`src/rtl/mem_dbus_ctrl_pkg.sv`:
```
// Shared definitions for the MEM-stage data-bus controller and its request encoder.
// Latency: n/a (types and constants only).
// Backpressure: n/a.
package mem_dbus_ctrl_pkg;

  // Controller state encodings
  typedef enum logic [1:0] {
    DBUS_IDLE = 2'd0,
    DBUS_REQ  = 2'd1,
    DBUS_WAIT = 2'd2,
    DBUS_DONE = 2'd3
  } dbus_state_t;

  // Bus transfer size codes
  localparam logic [1:0] SIZE_BYTE = 2'd0;
  localparam logic [1:0] SIZE_HALF = 2'd1;
  localparam logic [1:0] SIZE_WORD = 2'd2;

  // Encoded request shape derived from the byte-lane select
  typedef struct packed {
    logic [1:0] size;
    logic [1:0] offset;
    logic [3:0] wstrb;
    logic       valid;
  } dbus_enc_t;

endpackage

```
`src/rtl/mem_dbus_ctrl_dbus_req_encode.sv`:
```
// Maps a byte-lane select to bus size, byte offset and write strobes.
// Latency: combinational.
// Backpressure: none; valid=0 flags a select pattern that must not be issued.
module dbus_req_encode
  import mem_dbus_ctrl_pkg::*;
(
  input  logic       we,
  input  logic [3:0] sel,
  output dbus_enc_t  enc
);

  // Reads are always full words; writes take their shape from the lane select
  always_comb begin
    enc.size   = SIZE_WORD;
    enc.offset = 2'd0;
    enc.wstrb  = 4'b0000;
    enc.valid  = 1'b1;
    if (we) begin
      enc.wstrb = sel;
      unique case (sel)
        4'b0001: begin enc.size = SIZE_BYTE; enc.offset = 2'd0; end
        4'b0010: begin enc.size = SIZE_BYTE; enc.offset = 2'd1; end
        4'b0100: begin enc.size = SIZE_BYTE; enc.offset = 2'd2; end
        4'b1000: begin enc.size = SIZE_BYTE; enc.offset = 2'd3; end
        4'b0011: begin enc.size = SIZE_HALF; enc.offset = 2'd0; end
        4'b1100: begin enc.size = SIZE_HALF; enc.offset = 2'd2; end
        4'b1111: begin enc.size = SIZE_WORD; enc.offset = 2'd0; end
        // 0000 is an unaligned access already raised as an exception;
        // other patterns are never produced by MEM and are not issued either
        default: enc.valid = 1'b0;
      endcase
    end
  end

endmodule

```
`src/rtl/mem_dbus_ctrl.sv`:
```
// Turns MEM's combinational RAM request into one single-outstanding req/addr_ok/data_ok bus transfer.
// Latency: min 3 cycles request->DONE (REQ, WAIT, DONE); stall_req_o covers the request cycle through WAIT.
// Backpressure: holds req and fields until addr_ok; holds DONE while stall_i; flush cancels data, never the bus transfer.
module mem_dbus_ctrl
  import mem_dbus_ctrl_pkg::*;
#(
  parameter int ADDR_W = 32,
  parameter int DATA_W = 32
) (
  input  logic              clk,
  input  logic              reset,
  input  logic              ram_en_i,
  input  logic              ram_we_i,
  input  logic [3:0]        ram_sel_i,
  input  logic [ADDR_W-1:0] ram_addr_i,
  input  logic [DATA_W-1:0] ram_wdata_i,
  input  logic              flush_i,
  input  logic              stall_i,
  output logic [DATA_W-1:0] ram_rdata_o,
  output logic              stall_req_o,
  output logic              data_req_o,
  output logic              data_wr_o,
  output logic [1:0]        data_size_o,
  output logic [ADDR_W-1:0] data_addr_o,
  output logic [3:0]        data_wstrb_o,
  output logic [DATA_W-1:0] data_wdata_o,
  input  logic              data_addr_ok_i,
  input  logic              data_data_ok_i,
  input  logic [DATA_W-1:0] data_rdata_i
);

  dbus_state_t state;
  logic        cancel_r;
  dbus_enc_t   enc;
  logic        start;
  logic        cancel_now;

  dbus_req_encode u_enc (
    .we  (ram_we_i),
    .sel (ram_sel_i),
    .enc (enc)
  );

  assign start      = ram_en_i & ~flush_i & enc.valid;
  // A flush arriving in the same cycle as data_ok must discard that data too
  assign cancel_now = cancel_r | flush_i;

  // Stall the pipeline from the request cycle until the transfer has completed
  always_comb begin
    stall_req_o = reset & (((state == DBUS_IDLE) & start) |
                           (state == DBUS_REQ) | (state == DBUS_WAIT));
  end

  // Transfer sequencing, registered bus request fields and read-data capture
  always_ff @(posedge clk or negedge reset) begin
    if (!reset) begin
      state        <= DBUS_IDLE;
      cancel_r     <= 1'b0;
      ram_rdata_o  <= '0;
      data_req_o   <= 1'b0;
      data_wr_o    <= 1'b0;
      data_size_o  <= 2'd0;
      data_addr_o  <= '0;
      data_wstrb_o <= 4'b0000;
      data_wdata_o <= '0;
    end else begin
      unique case (state)
        DBUS_IDLE: begin
          if (start) begin
            state        <= DBUS_REQ;
            data_req_o   <= 1'b1;
            data_wr_o    <= ram_we_i;
            data_size_o  <= enc.size;
            // MEM addresses are word aligned, so OR-ing in the lane offset is an add
            data_addr_o  <= ram_addr_i | {{(ADDR_W-2){1'b0}}, enc.offset};
            data_wstrb_o <= enc.wstrb;
            data_wdata_o <= ram_wdata_i;
          end
        end
        DBUS_REQ: begin
          // The request is never withdrawn; a flush only marks the result as dead
          if (flush_i) cancel_r <= 1'b1;
          if (data_addr_ok_i) begin
            data_req_o <= 1'b0;
            state      <= DBUS_WAIT;
          end
        end
        DBUS_WAIT: begin
          if (flush_i) cancel_r <= 1'b1;
          if (data_data_ok_i) begin
            if (!data_wr_o && !cancel_now) ram_rdata_o <= data_rdata_i;
            if (cancel_now) begin
              cancel_r <= 1'b0;
              state    <= DBUS_IDLE;
            end else begin
              state <= DBUS_DONE;
            end
          end
        end
        DBUS_DONE: begin
          // The finished instruction is still on ram_en_i; stay here until it moves on
          if (flush_i || !stall_i) state <= DBUS_IDLE;
        end
        default: state <= DBUS_IDLE;
      endcase
    end
  end

endmodule

```
`config.mk`:
```
export PLATFORM = sky130hd
export DESIGN_NAME = mem_dbus_ctrl
export DESIGN_NICKNAME = d
export VERILOG_FILES = /design/src/rtl/mem_dbus_ctrl_pkg.sv /design/src/rtl/mem_dbus_ctrl_dbus_req_encode.sv /design/src/rtl/mem_dbus_ctrl.sv
export SDC_FILE = /design/constraint.sdc
export NUM_CORES = 1
export LEC_CHECK = 0
export CORE_AREA = 4 4 103 105
export CTS_BUF_LIST = sky130_fd_sc_hd__clkbuf_8
export CTS_CLUSTER_SIZE = 28
export DETAILED_ROUTE_END_ITERATION = 6
export DIE_AREA = 0 0 107 109
export GPL_TIMING_DRIVEN = 0
export PLACE_DENSITY = 0.87
export SLEW_MARGIN = 20
export SYNTH_ARGS = -nofsm -noshare
export SYNTH_HDL_FRONTEND = slang
export SYNTH_SLANG_ARGS = --single-unit
```
`constraint.sdc`:
```
create_clock -name clk -period 2.9 [get_ports clk]
set_input_delay 0.58 -clock clk [delete_from_list [all_inputs] [get_ports clk]]
set_output_delay 0.58 -clock clk [all_outputs]
set_load 0.02 [all_outputs]
```
### Metal layers overlaid, run 1

Bar = 20 µm.
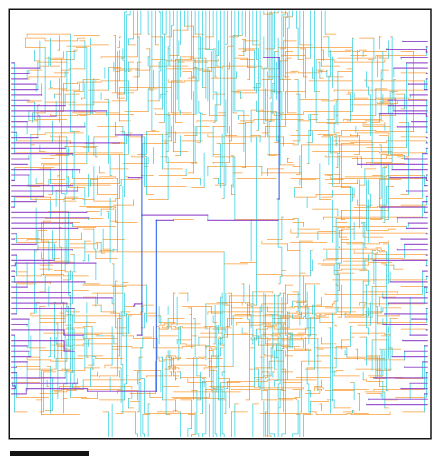
colour	layer	wire length
blue	metal 4	131 µm
cyan	metal 2	5480 µm
orange	metal 1	4290 µm
purple	metal 3	1040 µm

### Routed clock nets over the placement, run 1

Bar = 20 µm.
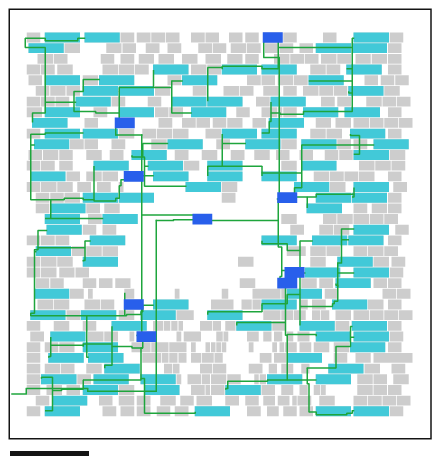
[blue] clock drivers | count: 9
[cyan] flip-flops | count: 107
[green] clock wires | length: 1190 µm
flops lie	spread over the die

### Ports around the boundary, run 1

Pins as bars across the die edge, other pins in grey.
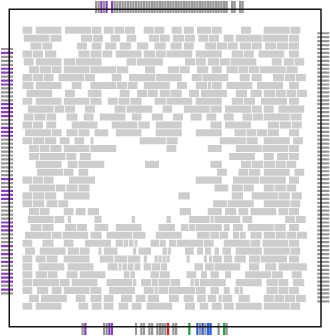
colour	port	pins	direction	edge
blue	`ram_sel_i`	4	input	south
red	`ram_we_i`	1	input	south
green	`data_size_o`	2	output	south
purple	`ram_rdata_o`	32	output	26 west, 3 south, 3 north
all pins by edge	69 east, 63 west, 53 north, 28 south
number of port buffers: 211
Die H: 109 µm
x dimension of the die: 107 µm

### Clock wiring as the flow saved it, run 1

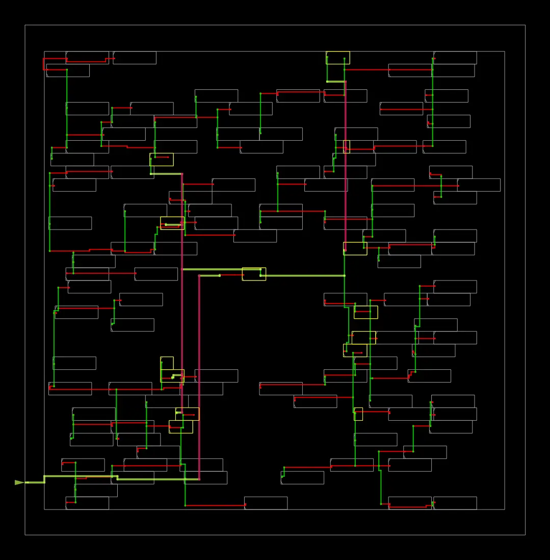
number of clock buffer instances in the layout: 11
CTS sink cnt: 107
Power Clock: 809 µW

==> impl_metrics.env, run 1 <==
# source this file to load flow results
export IMPL_reg2reg_to="ram_rdata_o[24]$_DFFE_PN0P_"
export IMPL_synthCells=277
export IMPL_clock_fmax_mhz=355
export IMPL_route_vias_total=3106
export IMPL_final_core_utilization=0.702
export IMPL_first_global_vias=3399
export IMPL_critPathCapture="stall_req_o"
export IMPL_place_detailed_instances=622
export IMPL_ys_async_sr_fraction=1.00
export IMPL_log_warning_count=29
export IMPL_main_kind_of_combinational_logic_by_area="multiplexers"
export IMPL_timing_worst_setup_path_type="in -> out"
export IMPL_beginning_of_the_critical_path="ram_sel_i[3]"
export IMPL_comb_power_uw=3150
export IMPL_synth_yosys_num_cells=277
export IMPL_detail_route_drc_violations=0
export IMPL_p_leak_uw=0.00288
export IMPL_reg_to_reg_slack_setup_ns=0.73
export IMPL_non_clock_buffer_count=226
export IMPL_area_growth_synth_to_final_pct=58.7
export IMPL_finalSetupTns_ns=0
export IMPL_synth_cellmix_compoundShare=0.0440
export IMPL_xor_and_xnor_fraction_of_the_mapped_netlist_area=0.00411
export IMPL_cpPeakStageDelay_ns=0.32
export IMPL_place_congestion=0.762
export IMPL_maximum_number_of_pins_on_one_net_before_global_route_repair=66
export IMPL_postSynthSeqShare=0.628
export IMPL_grt_busiest_layer="met2"
export IMPL_max_slew_margin_rel=0.615
export IMPL_finish_net_count=614
export IMPL_worst_ep_arrival_time_ns=2.23
export IMPL_outcome="finished, final reports clean"
export IMPL_cp_cell_sequence="dlygate4sd2_1 > or2_4 > a211oi_4 > a21oi_4 > buf_6 > o31a_1 > clkdlybuf4s15_2"
export IMPL_power_density_mw_per_mm2=947
export IMPL_synth_top_flop_cell="sky130_fd_sc_hd__dfrtp_1"
export IMPL_layout_drive_gt1_share=0.240
export IMPL_post_cts_setup_repair_buffer_count=2
export IMPL_clock_skew_ns=0.00878
export IMPL_slowest_stage="sky130_fd_sc_hd__dlygate4sd2_1"
export IMPL_cts_clk_slew_worst_paths_ns=0.09
export IMPL_net_count_after_synthesis=389
export IMPL_mappedNetlistArea_mm2=0.00426
export IMPL_ctsResizeCount=11
export IMPL_die_area_mm2=0.0117
export IMPL_first_pass_grt_wire_length_um=17000
export IMPL_whs_ns=0.130
export IMPL_grt_ovfl_total=0
export IMPL_global_route_usage_met3=0.0681
export IMPL_cp_depth=7
export IMPL_cts_hold_buf=0
export IMPL_placement_rows=36
export IMPL_globalRouteMet2Util=0.332
export IMPL_ys_sh_simple=0.0323
export IMPL_fraction_of_met1_tracks_used_by_global_routing=0.214
export IMPL_ys_chip_area_mm2=0.00426
export IMPL_final_cell_count_no_fill=638
export IMPL_comb_area_share=0.219
export IMPL_clockPowerShare=0.126
export IMPL_grt_antenna_before_repair=0
export IMPL_met2RoutedLength_um=5480
export IMPL_groute_usage_overall=0.189
export IMPL_clk_insertion_delay_late_ns=0.35
export IMPL_rsz0062_at_grt="false"
export IMPL_cts_tree="yes"
export IMPL_worst_slew_pin_transition_ns=0.578
export IMPL_comb_multi_input_count=153
export IMPL_mux_share=0.251
export IMPL_synth_seq_cells=107
export IMPL_syn_area_per_cell_um2=15.4
export IMPL_setup_viol=0
export IMPL_inserted_clock_buffers=9
export IMPL_fin_crit_sh=0.971
export IMPL_sequential_share_of_cell_area=0.396
export IMPL_finalWirelength_um=10900
export IMPL_post_dp_hpwl_um=8520
export IMPL_fillCellCount=684
export IMPL_power_group_top="combinational logic"
export IMPL_timing_critical_path_buf_inv=3
export IMPL_vdd_ir_drop_max_mv=0.456
export IMPL_cp_data_required_time_ns=2.32
export IMPL_p_seq_uw=2450
export IMPL_sequential_cell_count=107
export IMPL_largest_class="registers"
export IMPL_post_synth_fa_ha_maj_area_fraction=0.0117
export IMPL_antenna_cells=0
export IMPL_hold_class="in -> async"
export IMPL_ctsLongestPathBuffers=2
export IMPL_synth_cell_types=33
export IMPL_cts_htree_levels=3
## run 1: synth_stat cells (all sizes together), types with 2 or more instances
library cell | count | area share
dfrtp | 107 | 0.63
mux2 | 95 | 0.25
nor2 | 10 | 0.0088
buf | 9 | 0.022
a31o | 6 | 0.012
nor2b | 6 | 0.0088
a21oi | 5 | 0.0085
inv | 5 | 0.0044
a31oi | 4 | 0.0059
ha | 4 | 0.012
o21ai | 4 | 0.0047
clkbuf | 3 | 0.0026
nand2 | 3 | 0.0026
nand2b | 2 | 0.0029
## run 1: cell usage in the layout (no fill, tap or decap), types with 2 or more instances in the layout
master,n
sky130_fd_sc_hd__nor2_1,10
sky130_fd_sc_hd__nand2_1,3
sky130_fd_sc_hd__clkbuf_1,3
sky130_fd_sc_hd__o21ai_0,3
sky130_fd_sc_hd__clkbuf_8,11
sky130_fd_sc_hd__clkdlybuf4s50_1,205
sky130_fd_sc_hd__dlygate4sd2_1,4
sky130_fd_sc_hd__nor2b_1,6
sky130_fd_sc_hd__a31oi_1,4
sky130_fd_sc_hd__mux2_1,8
sky130_fd_sc_hd__a21oi_1,4
sky130_fd_sc_hd__mux2_2,87
sky130_fd_sc_hd__nand2b_1,2
sky130_fd_sc_hd__buf_6,9
sky130_fd_sc_hd__ha_1,4
sky130_fd_sc_hd__buf_4,2
sky130_fd_sc_hd__a31o_2,3
sky130_fd_sc_hd__dfrtp_1,107
sky130_fd_sc_hd__inv_1,6
sky130_fd_sc_hd__a31o_1,3
## run 1: state kept, by name, indices dropped and copies added (netlist names)
register	count
cancel_r	1
data_addr_o	32
data_req_o	1
data_size_o	2
data_wdata_o	32
data_wr_o	1
data_wstrb_o	4
ram_rdata_o	32
state	2
### Register map, names as in the netlist, run 1

Other sequential cells in the stronger grey, the rest of the logic in the fainter grey.
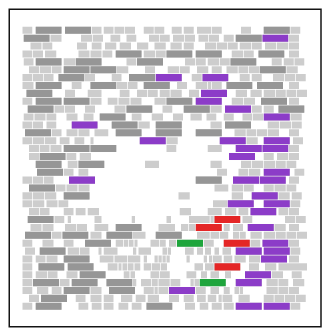

## Run 2: what changed since run 1
- REMOVE_ABC_BUFFERS: not set -> 1
### Register map, names as in the netlist, run 2

Other sequential cells in the stronger grey, the rest of the logic in the fainter grey.
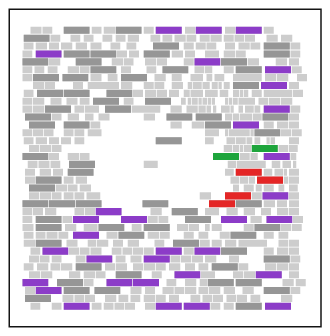
colour	netlist name	placed flops
purple	`data_addr_o`	32
red	`data_wstrb_o`	4
green	`data_size_o`	2
not coloured	69
power attributed to sequential cells: 2440 µW
sequential share of cell area: 0.392
flip-flop and latch area: 0.00268 mm²
Layout Utilization: 0.709

==> run 2 against run 1 <==
Against the previous run: via count decreased by 0.35%; clock skew decreased by 0.0028 ns; first-iteration DRC count decreased by 14%; cell count decreased by 0.47%; synthesized cell count unchanged; flip-flop count unchanged; critical endpoint unchanged; largest cell class unchanged; highest routed layer unchanged.
==> impl_metrics.env, run 2 <==
# source this file to load flow results
export IMPL_area_growth_synth_to_final_pct=60.4
export IMPL_synth_cellmix_compoundShare=0.0440
export IMPL_synth_cell_types=33
export IMPL_place_detailed_instances=615
export IMPL_ys_sh_simple=0.0323
export IMPL_reg_top3="data_addr_o x32, data_wdata_o x32, ram_rdata_o x32"
export IMPL_finalSetupTns_ns=0
export IMPL_ctsLongestPathBuffers=2
export IMPL_pwr_share_comb=0.486
export IMPL_effective_utilization_at_floorplan=0.442
export IMPL_place_congestion=0.767
export IMPL_mux_share=0.251
export IMPL_post_synth_fa_ha_maj_area_fraction=0.0117
export IMPL_final_cell_count_no_fill=635
export IMPL_cts_htree_levels=3
export IMPL_placed_area_mm2=0.00659
export IMPL_clock_skew_ns=0.00595
export IMPL_drv_cap=0
export IMPL_vdd_ir_drop_max_mv=0.633
export IMPL_min_period_ns=2.84
export IMPL_synth_top_cells_by_count="107 x sky130_fd_sc_hd__dfrtp_1, 87 x sky130_fd_sc_hd__mux2_2, 10 x sky130_fd_sc_hd__nor2_1"
export IMPL_outcome="finished, final reports clean"
export IMPL_synth_top_flop_cell="sky130_fd_sc_hd__dfrtp_1"
export IMPL_worst_slew_pin_transition_ns=0.470
export IMPL_synthCells=277
export IMPL_ys_async_sr_fraction=1.00
export IMPL_xor_and_xnor_fraction_of_the_mapped_netlist_area=0.00411
export IMPL_cts_tree="yes"
export IMPL_setup_viol=0
export IMPL_ioPinCount=213
export IMPL_sw_frac_of_total=0.350
export IMPL_clock_sink_count=107
export IMPL_power_density_mw_per_mm2=953
export IMPL_floorplan_die_height_um=109
export IMPL_cts_hold_buf=0
export IMPL_ys_chip_area_mm2=0.00426
export IMPL_layout_drive_gt1_share=0.249
export IMPL_detail_route_drc_violations=0
export IMPL_yosys_cell_count_top_type="sky130_fd_sc_hd__dfrtp_1"
export IMPL_whs_ns=0.148
export IMPL_pwr_share_seq=0.374
export IMPL_postSynthSeqShare=0.628
export IMPL_timing_worst_setup_path_type="in -> out"
export IMPL_post_cts_setup_repair_buffer_count=2
export IMPL_log_warning_count=28
export IMPL_finish_net_count=609
export IMPL_total_switching_power_uw=2280
export IMPL_port_buffer_count=212
export IMPL_main_kind_of_combinational_logic_by_area="multiplexers"
export IMPL_syn_area_per_cell_um2=15.4
export IMPL_wire_per_inst_um=16.9
export IMPL_dpl_worst_slack_ns=-0.915
export IMPL_antenna_violating_nets_post_route=0
export IMPL_reg_to_reg_slack_setup_ns=0.67
export IMPL_hold_class="in -> async"
export IMPL_first_pass_grt_wire_length_um=17100
export IMPL_clockPowerShare=0.140
export IMPL_drt_vias_per_instance=4.87
export IMPL_grt_ovfl_total=0
export IMPL_dieWidth_um=107
export IMPL_critical_path_peak_fanout=20
export IMPL_enable_flop_cells=0
export IMPL_detailedRoute_firstPassIterationCount=4
export IMPL_layout_top_cell="sky130_fd_sc_hd__clkdlybuf4s50_1"
export IMPL_fin_hold_viols=0
export IMPL_route_vias_total=3095
export IMPL_grt_antenna_before_repair=0
export IMPL_die_area_mm2=0.0117
export IMPL_core_area_mm2=0.00964
export IMPL_first_global_vias=3417
export IMPL_synth_seq_cells=107
export IMPL_clock_fmax_mhz=353
export IMPL_clk_insertion_delay_late_ns=0.36
export IMPL_maximum_number_of_pins_on_one_net_before_global_route_repair=61
export IMPL_synth_yosys_num_cells=277
export IMPL_timing_critical_path_to_type="output port"
export IMPL_post_dp_hpwl_um=8350
export IMPL_fillCellCount=689
export IMPL_postLayoutCellArea_mm2=0.00684
export IMPL_finalWirelength_um=10700
export IMPL_area_leaders="sky130_fd_sc_hd__dfrtp_1 63%, sky130_fd_sc_hd__mux2_2 23%, sky130_fd_sc_hd__buf_6 2.1%"
export IMPL_placement_rows=36
export IMPL_power_total_uw=6520
export IMPL_fin_crit_sh=0.978
export IMPL_yosys_area_top_type="sky130_fd_sc_hd__dfrtp_1"
export IMPL_layout_top_cells_excl_fill_tap="205 x sky130_fd_sc_hd__clkdlybuf4s50_1, 107 x sky130_fd_sc_hd__dfrtp_1, 87 x sky130_fd_sc_hd__mux2_2, 9 x sky130_fd_sc_hd__clkbuf_8"
export IMPL_groute_usage_overall=0.188
export IMPL_cts_root_buffer="sky130_fd_sc_hd__clkbuf_8"
export IMPL_worst_ep_arrival_time_ns=2.26
export IMPL_number_of_warning_messages_in_the_yosys_log=0
export IMPL_worst_r2r_path_depth=8
export IMPL_max_slew_margin_rel=0.686
export IMPL_cell_internal_pwr_uw=4230
export IMPL_cp_data_required_time_ns=2.32
export IMPL_antenna_cells=0
export IMPL_final_setup_worst_slack_ns=0.0650
export IMPL_mappedNetlistArea_mm2=0.00426
export IMPL_synthDominantCellAreaShare=0.628
export IMPL_crit_path_start_kind="input pin"
export IMPL_p_leak_uw=0.00289
export IMPL_final_max_slew_violation_count=0
export IMPL_ctsResizeCount=13
export IMPL_cts_clk_slew_worst_paths_ns=0.10
### Clock wiring as the flow saved it, run 2

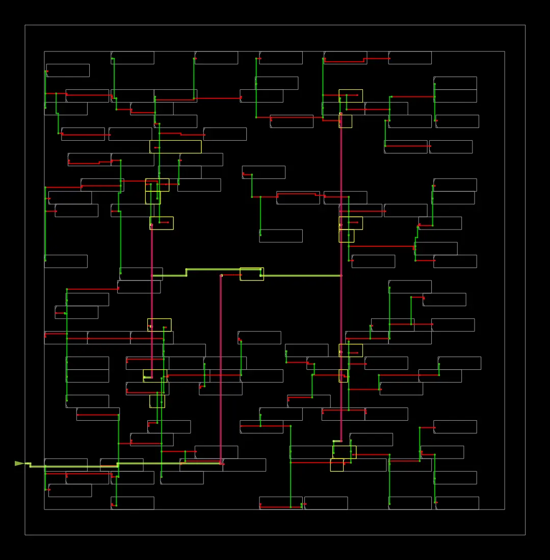
number of clock buffer instances in the layout: 9
Inserted Clock Buffers: 9
Power Clock: 913 µW
sequential cell count: 107

## run 2: power groups by stage
stage / sequential (µW) / clock, µW / combinational [µW]
finish: 2440 / 913 / 3170
CTS: 2450 / 948 / 3210
floorplan: 3210 / 0 / 754
detailed placement: 2470 / 0 / 3190
global placement: 2430 / 0 / 3090
global route: 2530 / 1000 / 3340
## run 2: per-layer routing
| layer | routed length, µm | GRT usage |
|---|---|---|
| met3 | 1060 | 0.0728 |
| met2 | 5740 | 0.346 |
| met4 | 166 | 0.0694 |
| met5 | 0 | 0 |
| met1 | 3740 | 0.193 |
## run 2: area by class of cell
class                           instances  area [µm²]  share of cell area
Sequential cell                       107        2680               0.392
Multi-Input combinational cell        154        1500               0.219
Timing Repair Buffer                  220        2270               0.333
Clock inverter                          7        76.3              0.0112
Inverter                                5        18.8             0.00274
Tap cell                              133         166              0.0243
Clock buffer                            9         124              0.0181
## run 2: critical path: stages
cell                              delay, ns
sky130_fd_sc_hd__dlygate4sd2_1         0.31
sky130_fd_sc_hd__or2_4                 0.29
sky130_fd_sc_hd__a211oi_4              0.27
sky130_fd_sc_hd__a21oi_4               0.11
sky130_fd_sc_hd__buf_16                0.18
sky130_fd_sc_hd__o31a_1                0.24
sky130_fd_sc_hd__clkdlybuf4s15_2       0.26
## run 2: path summary, 6_finish.rpt
path | startpoint | to
worst max-delay path | ram_sel_i[2] | stall_req_o
worst min-delay path | reset | data_addr_o[14]$_DFFE_PN0P_
worst max register to register | state[0]$_DFFE_PN0P_ | data_addr_o[24]$_DFFE_PN0P_
worst min register to register | data_addr_o[11]$_DFFE_PN0P_ | data_addr_o[11]$_DFFE_PN0P_
max in group asynchronous | reset | ram_rdata_o[7]$_DFFE_PN0P_
min in group clk | data_addr_o[11]$_DFFE_PN0P_ | data_addr_o[11]$_DFFE_PN0P_
Power and IR drop assume default switching activity.
